==> src/rtl/branch_resolver_pkg.sv <==
// Shared encodings for the ID-stage branch resolver: branch types, comparer
// select values and FSM states.
package branch_resolver_pkg;

    localparam logic [2:0] BR_BEQ  = 3'd0;
    localparam logic [2:0] BR_BNE  = 3'd1;
    localparam logic [2:0] BR_BLEZ = 3'd2;
    localparam logic [2:0] BR_BGTZ = 3'd3;
    localparam logic [2:0] BR_BLTZ = 3'd4;
    localparam logic [2:0] BR_BGEZ = 3'd5;

    // Comparer select: subtract D2 from D1, or compare D1 against zero.
    localparam logic CMP_SUB  = 1'b1;
    localparam logic CMP_ZERO = 1'b0;

    typedef enum logic [1:0] {
        ST_IDLE      = 2'd0,
        ST_WAIT_OPND = 2'd1,
        ST_REDIRECT  = 2'd2
    } br_state_e;

endpackage

==> src/rtl/branch_resolver_cond.sv <==
// Branch condition evaluation: turns br_type plus the comparer flags into a
// taken decision. Reserved encodings are never taken and flagged illegal.
module br_cond_eval
    import branch_resolver_pkg::*;
(
    input  logic [2:0] br_type,
    input  logic       cmp_zero,
    input  logic       cmp_lzero,
    output logic       taken,
    output logic       illegal
);

    // Decode the taken condition for each branch type.
    always_comb begin
        taken   = 1'b0;
        illegal = 1'b0;
        case (br_type)
            BR_BEQ:  taken = cmp_zero;
            BR_BNE:  taken = !cmp_zero;
            BR_BLEZ: taken = cmp_zero | cmp_lzero;
            BR_BGTZ: taken = !cmp_zero & !cmp_lzero;
            BR_BLTZ: taken = cmp_lzero;
            BR_BGEZ: taken = !cmp_lzero;
            default: illegal = 1'b1;
        endcase
    end

endmodule

==> src/rtl/branch_resolver.sv <==
// ID-stage branch resolver. Waits for forwarded operands, resolves the branch
// with a one-cycle registered result, holds a taken redirect until fetch
// acknowledges it and keeps saturating taken/total statistics.
//
// Handshakes: a branch is consumed in the cycle br_valid & opnd_ready is seen
// while the FSM is IDLE or WAIT_OPND and no flush is asserted; decode must hold
// the branch while stall_d is high. The redirect is offered on redirect_valid
// and retired in the cycle fetch_ack is high; redirect_pc does not change
// while redirect_valid is high.
module branch_resolver
    import branch_resolver_pkg::*;
#(
    parameter int ADDR_W = 32,
    parameter int CNT_W  = 16
) (
    input  logic              clk,
    input  logic              rst_n,
    input  logic              br_valid,
    input  logic [2:0]        br_type,
    input  logic [ADDR_W-1:0] pc_d,
    input  logic [15:0]       imm16,
    input  logic              opnd_ready,
    input  logic              cmp_zero,
    input  logic              cmp_lzero,
    input  logic              fetch_ack,
    input  logic              flush,
    output logic              cmp_op,
    output logic              stall_d,
    output logic              br_done,
    output logic              redirect_valid,
    output logic [ADDR_W-1:0] redirect_pc,
    output logic              illegal_br,
    output logic [CNT_W-1:0]  taken_cnt,
    output logic [CNT_W-1:0]  total_cnt,
    output logic [1:0]        state_dbg
);

    br_state_e         state_q;
    br_state_e         state_d;
    logic              taken;
    logic              illegal;
    logic              resolve;
    logic signed [31:0] offset;
    logic [ADDR_W-1:0] target;

    br_cond_eval u_cond (
        .br_type   (br_type),
        .cmp_zero  (cmp_zero),
        .cmp_lzero (cmp_lzero),
        .taken     (taken),
        .illegal   (illegal)
    );

    assign cmp_op = ((br_type == BR_BEQ) || (br_type == BR_BNE)) ? CMP_SUB : CMP_ZERO;

    // Word offset scaled to bytes; the add wraps at ADDR_W bits.
    assign offset = {{14{imm16[15]}}, imm16, 2'b00};
    assign target = pc_d + ADDR_W'(4) + ADDR_W'(offset);

    assign redirect_valid = (state_q == ST_REDIRECT);
    assign state_dbg      = state_q;

    // Next-state, stall and resolve decision; flush overrides everything.
    always_comb begin
        state_d = state_q;
        stall_d = 1'b0;
        resolve = 1'b0;
        case (state_q)
            ST_IDLE: begin
                if (br_valid) begin
                    if (opnd_ready) begin
                        resolve = 1'b1;
                    end else begin
                        stall_d = 1'b1;
                        state_d = ST_WAIT_OPND;
                    end
                end
            end
            ST_WAIT_OPND: begin
                stall_d = br_valid & !opnd_ready;
                if (!br_valid) begin
                    state_d = ST_IDLE;
                end else if (opnd_ready) begin
                    resolve = 1'b1;
                end
            end
            ST_REDIRECT: begin
                // A new branch waits here; it is evaluated only once back in IDLE.
                stall_d = br_valid;
                if (fetch_ack) begin
                    state_d = ST_IDLE;
                end
            end
            default: state_d = ST_IDLE;
        endcase
        if (resolve) begin
            state_d = taken ? ST_REDIRECT : ST_IDLE;
        end
        if (flush) begin
            state_d = ST_IDLE;
            resolve = 1'b0;
        end
    end

    // FSM state register.
    always_ff @(posedge clk or negedge rst_n) begin
        if (!rst_n) begin
            state_q <= ST_IDLE;
        end else begin
            state_q <= state_d;
        end
    end

    // Registered resolution pulses and the latched redirect target.
    always_ff @(posedge clk or negedge rst_n) begin
        if (!rst_n) begin
            br_done     <= 1'b0;
            illegal_br  <= 1'b0;
            redirect_pc <= '0;
        end else begin
            br_done    <= resolve;
            illegal_br <= resolve & illegal;
            if (resolve && taken) begin
                redirect_pc <= target;
            end
        end
    end

    // Saturating branch statistics, advanced with each resolution.
    always_ff @(posedge clk or negedge rst_n) begin
        if (!rst_n) begin
            taken_cnt <= '0;
            total_cnt <= '0;
        end else if (resolve) begin
            if (total_cnt != {CNT_W{1'b1}}) begin
                total_cnt <= total_cnt + CNT_W'(1);
            end
            if (taken && (taken_cnt != {CNT_W{1'b1}})) begin
                taken_cnt <= taken_cnt + CNT_W'(1);
            end
        end
    end

endmodule

==> config.mk <==
export PLATFORM = sky130hd
export DESIGN_NAME = branch_resolver
export DESIGN_NICKNAME = d
export VERILOG_FILES = /design/src/rtl/branch_resolver_pkg.sv /design/src/rtl/branch_resolver_cond.sv /design/src/rtl/branch_resolver.sv
export SDC_FILE = /design/constraint.sdc
export NUM_CORES = 1
export LEC_CHECK = 0
export CAP_MARGIN = 20
export CELL_PAD_IN_SITES_DETAIL_PLACEMENT = 1
export CELL_PAD_IN_SITES_GLOBAL_PLACEMENT = 2
export CORE_MARGIN = 1.5
export CORE_UTILIZATION = 31
export CTS_CLUSTER_DIAMETER = 200
export DETAILED_ROUTE_END_ITERATION = 8
export PLACE_DENSITY = 0.93
export SLEW_MARGIN = 20
export SYNTH_ARGS = -nofsm -noshare
export SYNTH_HDL_FRONTEND = slang
export SYNTH_SLANG_ARGS = --single-unit
export TNS_END_PERCENT = 20
==> constraint.sdc <==
create_clock -name clk -period 5.8 [get_ports clk]
set_clock_uncertainty 0.15 [all_clocks]
set_input_delay 1.16 -clock clk [delete_from_list [all_inputs] [get_ports clk]]
set_output_delay 1.16 -clock clk [all_outputs]
set_load 0.02 [all_outputs]
run_1/pinout.png
Drawn at 4 px/um. Pins as bars across the die edge, other pins in grey.
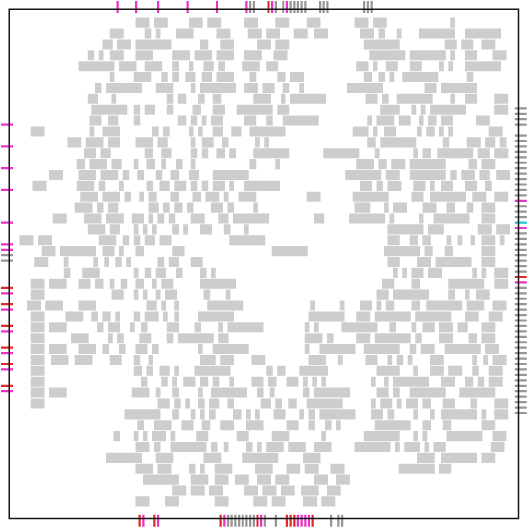
colour	port	pins	direction	edge
red	imm16	16	input	8 bottom, 6 left, 1 right, 1 top
cyan	cmp_lzero	1	input	right
magenta	pc_d	32	input	13 left, 8 bottom, 8 top, 3 right
all pins by edge	56 right, 29 bottom, 24 top, 21 left
number of buffer cells added on primary ports: 129
die span in x: 127 um
vertical extent of the die: 127 um

run_1/layers.png
Drawn at 4 px/um. Two of the layers only.
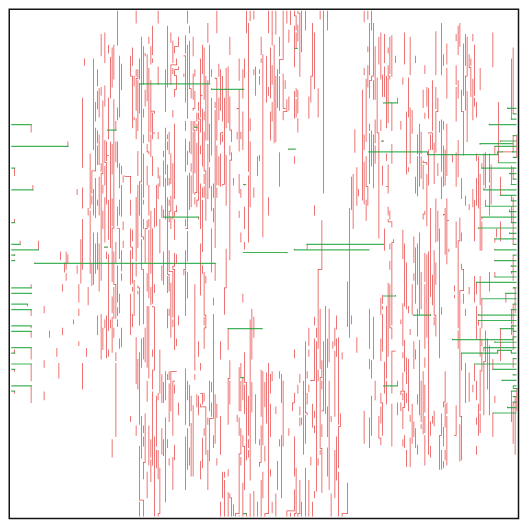
colour	layer	wire length
red	M2	6950 um
green	M3	513 um

run_1/sizing.png
Drawn at 4 px/um.
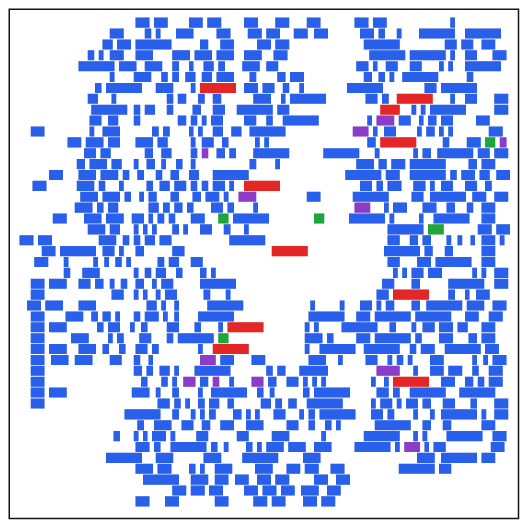
colour	size	cells
green	x3 and x4	5
red	x6 and larger	10
blue	x1 and smaller	634
purple	x2	12
post-route standard cell area excluding fillers: 6500 um2
non-clock buffer count: 131

==> run summary, run 1 <==
Physical design

TritonCTS built the clock tree. The tree is rooted in a clkbuf_16. By area the synthesized netlist is led by dfrtp_1, ha_1, nand2_1. In the setup report, the worst path falls into the class primary input to flip-flop. The number of cell instances after yosys synthesis stands at approximately 530. After floorplanning, the core was divided into between 40 and 50 placement rows.

The summed instance area of the synthesized netlist stands at ~4800 um2. The final worst hold slack stands at between 0.3 and 0.4 ns. The cell-mix breakdown from Yosys lists the simple-gate area share as 0.180. The residual DRC count stands at 0. The sequential fraction of the synthesis area stands at 0.357.

Global route summary, busiest routing layer listed as met2. Setup repair after global routing left no endpoint under its margin. The floorplan report gives the top-level pin count as between 100 and 150.

The flow ran to the end, and the final reports show no timing, DRC or antenna violations. The worst setup path is captured at a flip-flop. The fraction of synthesized cell area in xor and xnor cells stands at 0.0975.

The initial antenna violation count came to 0. The final tally of setup violations stands at 0. The average size of a mapped cell stands at roughly 8.9 um2. The later pin in the worst-skew pair is clocked with a latency of 0.33 ns.

Summed over all nets, the half-perimeter wirelength after detailed placement is ~11000 um. The tool warning count stands at 26. The met3 demand-to-capacity share in global routing stands at 0.0257. Looking at the reg2reg group, the worst path starts from state_dbg[1]$_DFFE_PN0P_. The timing-limited maximum frequency stands at between 0.2 and 0.25 GHz. Among the non-sequential cells, simple AND/OR/NAND/NOR gates take the most area. For the worst reg-to-reg path, the endpoint reported by OpenROAD is taken_cnt[15]$_DFFE_PN0P_.

The register bit count reported by yosys stands at between 60 and 70. The area fraction of the largest cell type after synthesis is 0.357. The number of optimization iterations in the first detailed-route pass stands at 6. In this run the power spent charging and discharging nets is just over 700 uW.

The setup TNS stands at 0 ns. The post-layout minimum cycle time stands at around 4.1 ns. Of the available clock period, the critical path in the final layout requires 0.713.

The standard cell core area stands at 15100 um2. In this run the remaining antenna-violating nets after routing total 0. The final timing report lists a hold violation count of 0.

Looking at the critical path, the single cell with the biggest stage delay is clkdlybuf4s50_1. Per the slew report, the remaining headroom to the max-slew limit stands at 0.396. The number of sinks handled by clock tree synthesis stands at 68.

Once the clock tree was built, the resizer swapped 0 gates to a different size. The report counts max-capacitance violations totalling 0. The die covers about 16000 um2. Per the hold report, the tightest min-delay path originates at redirect_pc[0]$_DFFE_PN0P_. Looking at the critical path, the highest net fanout was 15. The analysis reports a worst IR drop on VDD of about 0.13 mV. The gate count after technology mapping stands at approximately 530.

The tally of yosys warning messages stands at 0.
[run 1: how the worst max path moves through the flow]
stage,startpoint,to,slack [ns],cells after the start
after detailed placement,imm16[15],redirect_pc[30]$_DFFE_PN0P_,1.33,10
after global routing,imm16[15],redirect_pc[30]$_DFFE_PN0P_,1.44,10
after floorplan,pc_d[3],redirect_pc[25]$_DFFE_PN0P_,2.11,11
final,imm16[15],redirect_pc[30]$_DFFE_PN0P_,1.67,10
after global placement,pc_d[2],redirect_pc[29]$_DFFE_PN0P_,1.42,14
after CTS,pc_d[2],redirect_pc[25]$_DFFE_PN0P_,1.67,14
[run 1: power by group through the flow]
stage,clock (mW),sequential (mW),combinational (mW)
3_5_place_dp,0,0.677,0.802
2_1_floorplan,0,0.784,0.302
5_1_grt,0.542,0.680,0.865
6_report,0.510,0.665,0.796
3_3_place_gp,0,0.672,0.781
4_1_cts,0.524,0.669,0.805
[run 1: tightest hold or removal path, delay by kind of cell (launching register included)]
kind,cells,cell delay [ns]
and+or+nand+nor,2,0.11
DFF,1,0.34
[run 1: synth_stat cells, drive strengths merged, types with 2 or more instances]
cell,n
o211a,2
dfrtp,68
o31ai,3
ha,59
a211o,4
o31a,2
nand2b,5
nor3,9
o21bai,4
nor2,33
o2111ai,2
a21boi,2
xnor2,30
clkbuf,14
and4,3
buf,4
or3,3
o21a,2
a221oi,2
and3,11
nand3,18
inv,21
and2,2
o211ai,7
nand2,76
nor2b,3
o21ai,42
a21oi,35
a21o,8
a31oi,2
nand4,18
xor2,23
mux2,4
[run 1: metrics by stage]
stage	utilization	setup WS, ns	cells	area (um2)	power (mW)
after global routing	0.431	1.44	849	6500	2.09
after detailed placement	0.413	1.33	833	6230	1.48
after CTS	0.431	1.67	849	6500	2.00
final	0.431	1.67	849	6500	1.97
after global placement	0.413	1.42	833	6230	1.45
after floorplan	-	2.11	532	4760	1.09
[run 1: per-layer routing]
layer  wire [um]  up-vias
met4         269        0
li1            -     2141
met2        6950      104
met3         512       22
met1        6250     2123
met5           0        -
[run 1: state kept, by name, summed over array words and instances (netlist names)]
signal       cells
total_cnt       16
taken_cnt       16
illegal_br       1
redirect_pc     32
br_done          1
state_dbg        2
[run 1: kinds of logic (layout without fill, tap and decap cells)]
group,count (synthesis),in the layout
compound gates,123,123
xor+xnor,53,53
fa+ha+maj,60,60
buf+inv,39,168
flops,68,68
mux,5,5
simple gates,184,184
[run 1: area by class of cell]
class	instances	area (um2)	share of cell area
clock buffers	12	246	0.0379
clock inverters	4	25.0	0.00385
inverters	21	78.8	0.0121
multi-input cells	425	2920	0.448
flip-flops and latches	68	1700	0.262
well taps	188	235	0.0362
repair buffers	131	1300	0.200
==> run 2: changes to the inputs <==
CORE_UTILIZATION = 29   (was 31)
PLACE_DENSITY = 0.88   (was 0.93)
clock period = 4.25 ns   (was 5.8 ns; I/O delays follow)
run_2/layers.png
Drawn at 4 px/um. Two of the layers only.
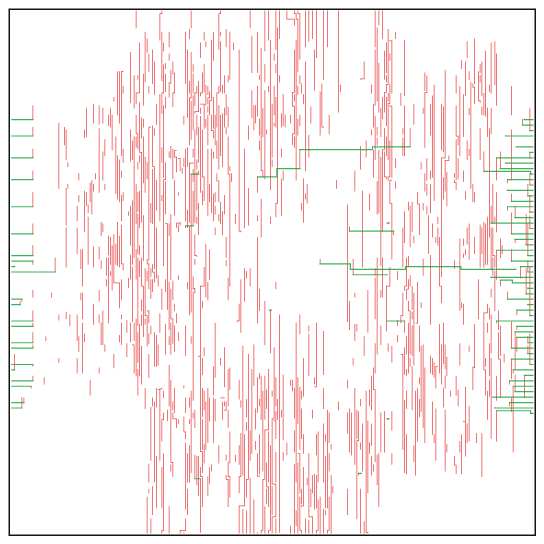
colour	layer	wire length
green	M3	480 um
red	M2	6990 um
vias: 4340
per-cell routed wire length: 16.2 um

==> run summary, run 2 <==
Physical design

The cell sitting at the root of the clock tree is a clkbuf_16. The top fanout value on the critical path was 6 (-9). The ratio of cells with drive above 1 in the final layout stands at 0.0468. The tool warning count stands at 26 (unchanged). The post-layout minimum cycle time stands at between 3 and 4 ns.

The headroom to the max-slew limit stands at 0.522 (+0.125). The fraction of synthesized cell area in xor and xnor cells stands at 0.0975 (unchanged). Sorting the Yosys area breakdown by cell type puts at the top dfrtp_1. The peak ir drop on the vdd network stands at 0.147 mV (+11%). The register bit count reported by yosys was 68 (unchanged).

The number of optimization iterations in the first detailed-route pass stands at 4 (-2). Dividing the final minimum period by the clock period gives 0.875. The total met2 wirelength after detailed routing was 6990 um (+0.60%). The area share of the leading cell type in the synthesized netlist is 0.357 (unchanged). The net count entering floorplan stands at 651.

The timing-limited maximum frequency stands at about 0.27 GHz. The average size of a mapped cell stands at 8.95 um2 (unchanged). The initial antenna violation count is 0 (unchanged).

Grouping non-sequential cells by family puts the most area in simple AND/OR/NAND/NOR gates. The number of maximum-capacitance constraint violations came to 0 (unchanged). Per the timing report, the most critical flop-to-flop path originates at total_cnt[0]$_DFFE_PN0P_.

The simple logic cell fraction of the synthesized area came to 0.180 (unchanged). The number of placement rows is 46 (+2.2%). The HPWL reported at the end of detailed placement is 11400 um (+2.8%). The number of sinks handled by clock tree synthesis stands at 68 (unchanged). The detailed route wirelength on metal3 stands at 479 um (-6.4%). The number of cell instances after yosys synthesis stands at 532 (unchanged).

The timing report shows that the slowest cell on the worst path is clkdlybuf4s50_1. The final tally of setup violations came to 0 (unchanged). Looking at the setup timing report, the critical path kind is primary input to flip-flop.

The standard cell core area stands at 15900 um2 (+5.7%). The registers reported with the highest flop counts are redirect_pc x32, taken_cnt x16, total_cnt x16. The setup TNS was 0 ns (unchanged). The overall power after layout is 2.76 mW (+40%). The synthesis stats list as the most numerous cell nand2_1. The gate count after technology mapping was 532 (unchanged). The final core utilization was 0.413 (-0.0183). The run finished with clean final reports.

TritonCTS built the clock tree. The tally of yosys warning messages came to 0 (unchanged). The overall die area stands at 17200 um2 (+6.7%).

The number of buffers added on ports is 129 (unchanged). Signal routing reaches up to met4. The number of placed I/O pins came to 130 (unchanged). The summed instance area of the synthesized netlist is 4760 um2 (unchanged). The number of flip-flops in the largest register came to 32 (unchanged). Yosys attributes the largest share of cell area to dfrtp_1, ha_1, nand2_1. The launch point of the worst min-delay path is recorded as redirect_pc[7]$_DFFE_PN0P_.

The sequential fraction of the synthesis area was 0.357 (unchanged). The residual DRC count stands at 0 (unchanged). The horizontal die dimension is 131 um (+3.3%). The count of antenna-violating nets left after detailed routing stands at 0 (unchanged). The post-cts gate resize count came to 0 (unchanged). The source-to-sink clock delay at the later pin of the worst-skew pair was 0.33 ns (about the same). The length of routed wiring on met1 stands at 6580 um (+5.2%). The worst setup path is captured at a flip-flop.
run_2/sizing.png
Drawn at 4 px/um.
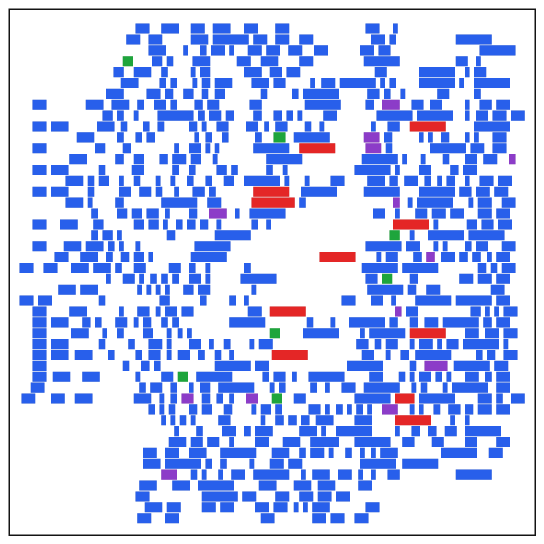
colour	size	cells
blue	x1 and smaller	632
green	x3 and x4	7
purple	x2	13
red	x6 and larger	11
area added between synthesis and finish: 38.2%
post-route standard cell area excluding fillers: 6580 um2
crit path setup slack, layout: 0.530 ns
non-clock buffer count: 133

-- run 2: how the worst max path moves through the flow --
stage,start,end,slack (ns),depth (start not counted)
2_1_floorplan,pc_d[3],redirect_pc[25]$_DFFE_PN0P_,0.87,11
3_3_place_gp,pc_d[2],redirect_pc[25]$_DFFE_PN0P_,0.27,14
6_report,pc_d[2],redirect_pc[25]$_DFFE_PN0P_,0.53,14
3_5_place_dp,pc_d[2],redirect_pc[25]$_DFFE_PN0P_,0.19,14
5_1_grt,pc_d[2],redirect_pc[29]$_DFFE_PN0P_,0.33,14
4_1_cts,pc_d[2],redirect_pc[25]$_DFFE_PN0P_,0.53,14
-- run 2: per-stage QoR --
stage	cell area, um2	std cells	hold slack [ns]	setup slack, ns
after floorplan	4760	532	0.404	0.865
after global placement	6280	863	0.312	0.271
after detailed placement	6280	863	0.319	0.188
after CTS	6580	879	0.332	0.525
after global routing	6580	879	0.359	0.327
final	6580	879	0.326	0.530
-- run 2: cell families after synthesis --
kind of cell,Yosys count
and+or+nand+nor,184
muxes,5
adders and majority gates,60
DFF,68
xor gates and xnor gates,53
buffers and inverters,39
AOI/OAI and AO/OA,123
-- run 2: per-layer routing --
metal,GRT usage,vias to the layer above
li1,-,2148
met1,0.214,2086
met2,0.294,95
met3,0.0235,11
met4,0.0474,0
met5,0,-
-- run 2: layout make-up --
class / instances / area, um2
clock buffer: 10 / 239
clock inverter: 6 / 63.8
fill: 1841 / 9360
inverter: 21 / 78.8
multi-input combinational: 425 / 2910
sequential: 68 / 1700
tap: 216 / 270
timing repair buffer: 133 / 1320
-- run 2: power by group through the flow --
stage	clock [mW]	combinational [mW]	sequential (mW)
global route	0.801	1.19	0.934
detailed placement	0	1.10	0.928
global placement	0	1.07	0.921
CTS	0.777	1.11	0.917
floorplan	0	0.412	1.07
finish	0.753	1.09	0.913
-- run 2: worst reg2reg max path, delay by kind of cell, from the launching register on --
kind | cells | cell delay, ns
adder cells (fa/ha/maj) | 1 | 0.27
XOR/XNOR | 1 | 0.15
AND/OR/NAND/NOR | 5 | 0.92
AND-OR/OR-AND | 1 | 0.38
flip-flops | 1 | 0.44
==> run 3: changes to the inputs <==
CORE_ASPECT_RATIO = 1.1   (was default)
run_3/pinout.png
Drawn at 3 px/um. Pins as bars across the die edge, other pins in grey.
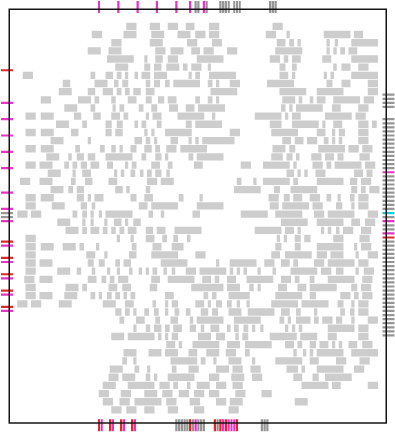
colour	port	pins	direction	edge
magenta	pc_d	32	input	13 left, 9 bottom, 7 top, 3 right
cyan	cmp_lzero	1	input	right
red	imm16	16	input	9 bottom, 6 left, 1 right
vertical extent of the die: 137 um
die span in x: 125 um

==> run summary, run 3 <==
Physical design

The share of the clock period used by the worst path was 0.876 (about the same). The startpoint identified for the worst register-to-register timing path is total_cnt[0]$_DFFE_PN0P_. The post-layout minimum cycle time stands at 3.72 ns (+0.000913 ns). The detailed route wirelength on metal3 came to 457 um (-4.6%). The count of antenna-violating nets left after detailed routing stands at 0 (unchanged). The registers reported with the highest flop counts are redirect_pc x32, taken_cnt x16, total_cnt x16. The final worst hold slack stands at 0.322 ns (-0.00363 ns). TritonCTS built the clock tree.

The number of cell instances after yosys synthesis came to 532 (unchanged). The timing report shows that the slowest cell on the worst path is clkdlybuf4s50_1. The number of flip-flops in the largest register is 32 (unchanged). The summed instance area of the synthesized netlist was 4760 um2 (unchanged). The placed cell area came to 6260 um2 (-0.20%). The ratio of cells with drive above 1 in the final layout is 0.0482 (+0.00144). The layout filler cell count stands at 1856 (+0.81%).

The flow ran to the end, and the final reports show no timing, DRC or antenna violations. The source-to-sink clock delay at the later pin of the worst-skew pair is 0.33 ns (about the same). In this run the clock root is driven by a clkbuf_16. The average detailed-routed wire length per instance came to 16.1 um (-0.52%). The flow measured a signed area growth from synthesis to layout of 38.4%. The final tally of setup violations is 0 (unchanged). The worst setup path is captured at a flip-flop. The number of optimization iterations in the first detailed-route pass was 4 (unchanged). The cell count after placement stands at 848 (-1.7%). The tally of yosys warning messages stands at 0 (unchanged). The HPWL reported at the end of detailed placement stands at 11100 um (-2.4%).

The detailed-route via count stands at 4365 (+0.58%). The number of sinks handled by clock tree synthesis stands at 68 (unchanged). The area share of the leading cell type in the synthesized netlist was 0.357 (unchanged). The number of placement rows stands at 48 (+4.3%).

The post-cts gate resize count stands at 0 (unchanged). The average size of a mapped cell came to 8.95 um2 (unchanged). The number of maximum-capacitance constraint violations came to 0 (unchanged). The gate count after technology mapping stands at 532 (unchanged). The number of cells in the finished layout apart from fillers was 864 (-1.7%). The post-route cell area was 6590 um2 (+0.17%). The residual DRC count stands at 0 (unchanged).

The final core utilization stands at 0.416 (+0.00299). The tool warning count came to 26 (unchanged). In this run the top signal layer used is met4. The length of routed wiring on met1 was 6280 um (-4.6%). In the setup report, the worst path falls into the class primary input to flip-flop.

The peak ir drop on the vdd network is 0.165 mV (+12%). The initial antenna violation count came to 0 (unchanged). The timing-limited maximum frequency stands at 0.269 GHz (about the same). The overall die area stands at 17200 um2 (about the same). The total met2 wirelength after detailed routing stands at 6960 um (-0.50%). The number of placed I/O pins stands at 130 (unchanged). Sorting the synthesis cell report by count puts at the top nand2_1.
run_3/sizing.png
Drawn at 3 px/um.
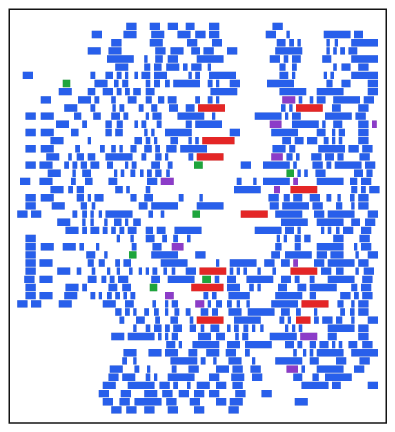
colour	size	cells
green	x3 and x4	7
purple	x2	13
blue	x1 and smaller	632
red	x6 and larger	12

[run 3: power breakdown]
part | internal (mW) | switching (mW) | leakage [nW] | total (mW)
logic | 0.505 | 0.586 | 1.98 | 1.09
registers | 0.790 | 0.118 | 0.884 | 0.908
clock network | 0.529 | 0.287 | 0.162 | 0.816
total | 1.82 | 0.991 | 3.03 | 2.81
[run 3: worst max-delay path by stage]
stage,slack [ns],end,start,depth (start not counted)
after floorplan,0.87,redirect_pc[25]$_DFFE_PN0P_,pc_d[3],11
after global placement,0.25,redirect_pc[25]$_DFFE_PN0P_,pc_d[2],14
after detailed placement,0.19,redirect_pc[25]$_DFFE_PN0P_,pc_d[2],14
after CTS,0.52,redirect_pc[25]$_DFFE_PN0P_,pc_d[2],14
after global routing,0.33,redirect_pc[25]$_DFFE_PN0P_,imm16[0],14
final,0.53,redirect_pc[25]$_DFFE_PN0P_,pc_d[2],14
[run 3: layout make-up]
type                    instances  area [um2]  area share
repair buffers                134        1320       0.201
multi-input cells             425        2910       0.442
inverters                      21        78.8      0.0120
well taps                     200         250      0.0380
flip-flops and latches         68        1700       0.258
clock buffers                  10         239      0.0363
clock inverters                 6        87.6      0.0133
[run 3: metal layers]
metal | vias to the layer above | global-route usage
met3 | 16 | 0.0233
met4 | 0 | 0.0537
met1 | 2100 | 0.197
li1 | 2145 | -
met5 | - | 0
met2 | 104 | 0.307
[run 3: cells by family after synthesis]
family,Yosys count,synth area share
XOR/XNOR,53,0.0975
multiplexers,5,0.0116
buffers and inverters,39,0.0318
AND-OR/OR-AND,123,0.163
flip-flops,68,0.357
adder cells (fa/ha/maj),60,0.159
AND/OR/NAND/NOR,184,0.180
[run 3: critical path, delay by kind of cell]
| kind | cells | cell delay (ns) |
|---|---|---|
| AND-OR/OR-AND | 5 | 0.99 |
| AND/OR/NAND/NOR | 2 | 0.60 |
| adder cells (fa/ha/maj) | 3 | 0.76 |
| buffers and inverters | 4 | 0.62 |
[run 3: per-stage QoR]
stage | worst slack, ns | power [mW]
2_1_floorplan | 0.865 | 1.48
3_3_place_gp | 0.253 | 1.99
3_5_place_dp | 0.193 | 2.02
4_1_cts | 0.518 | 2.86
5_1_grt | 0.334 | 2.99
6_report | 0.529 | 2.81
Power is estimated from default activity; no workload was simulated.
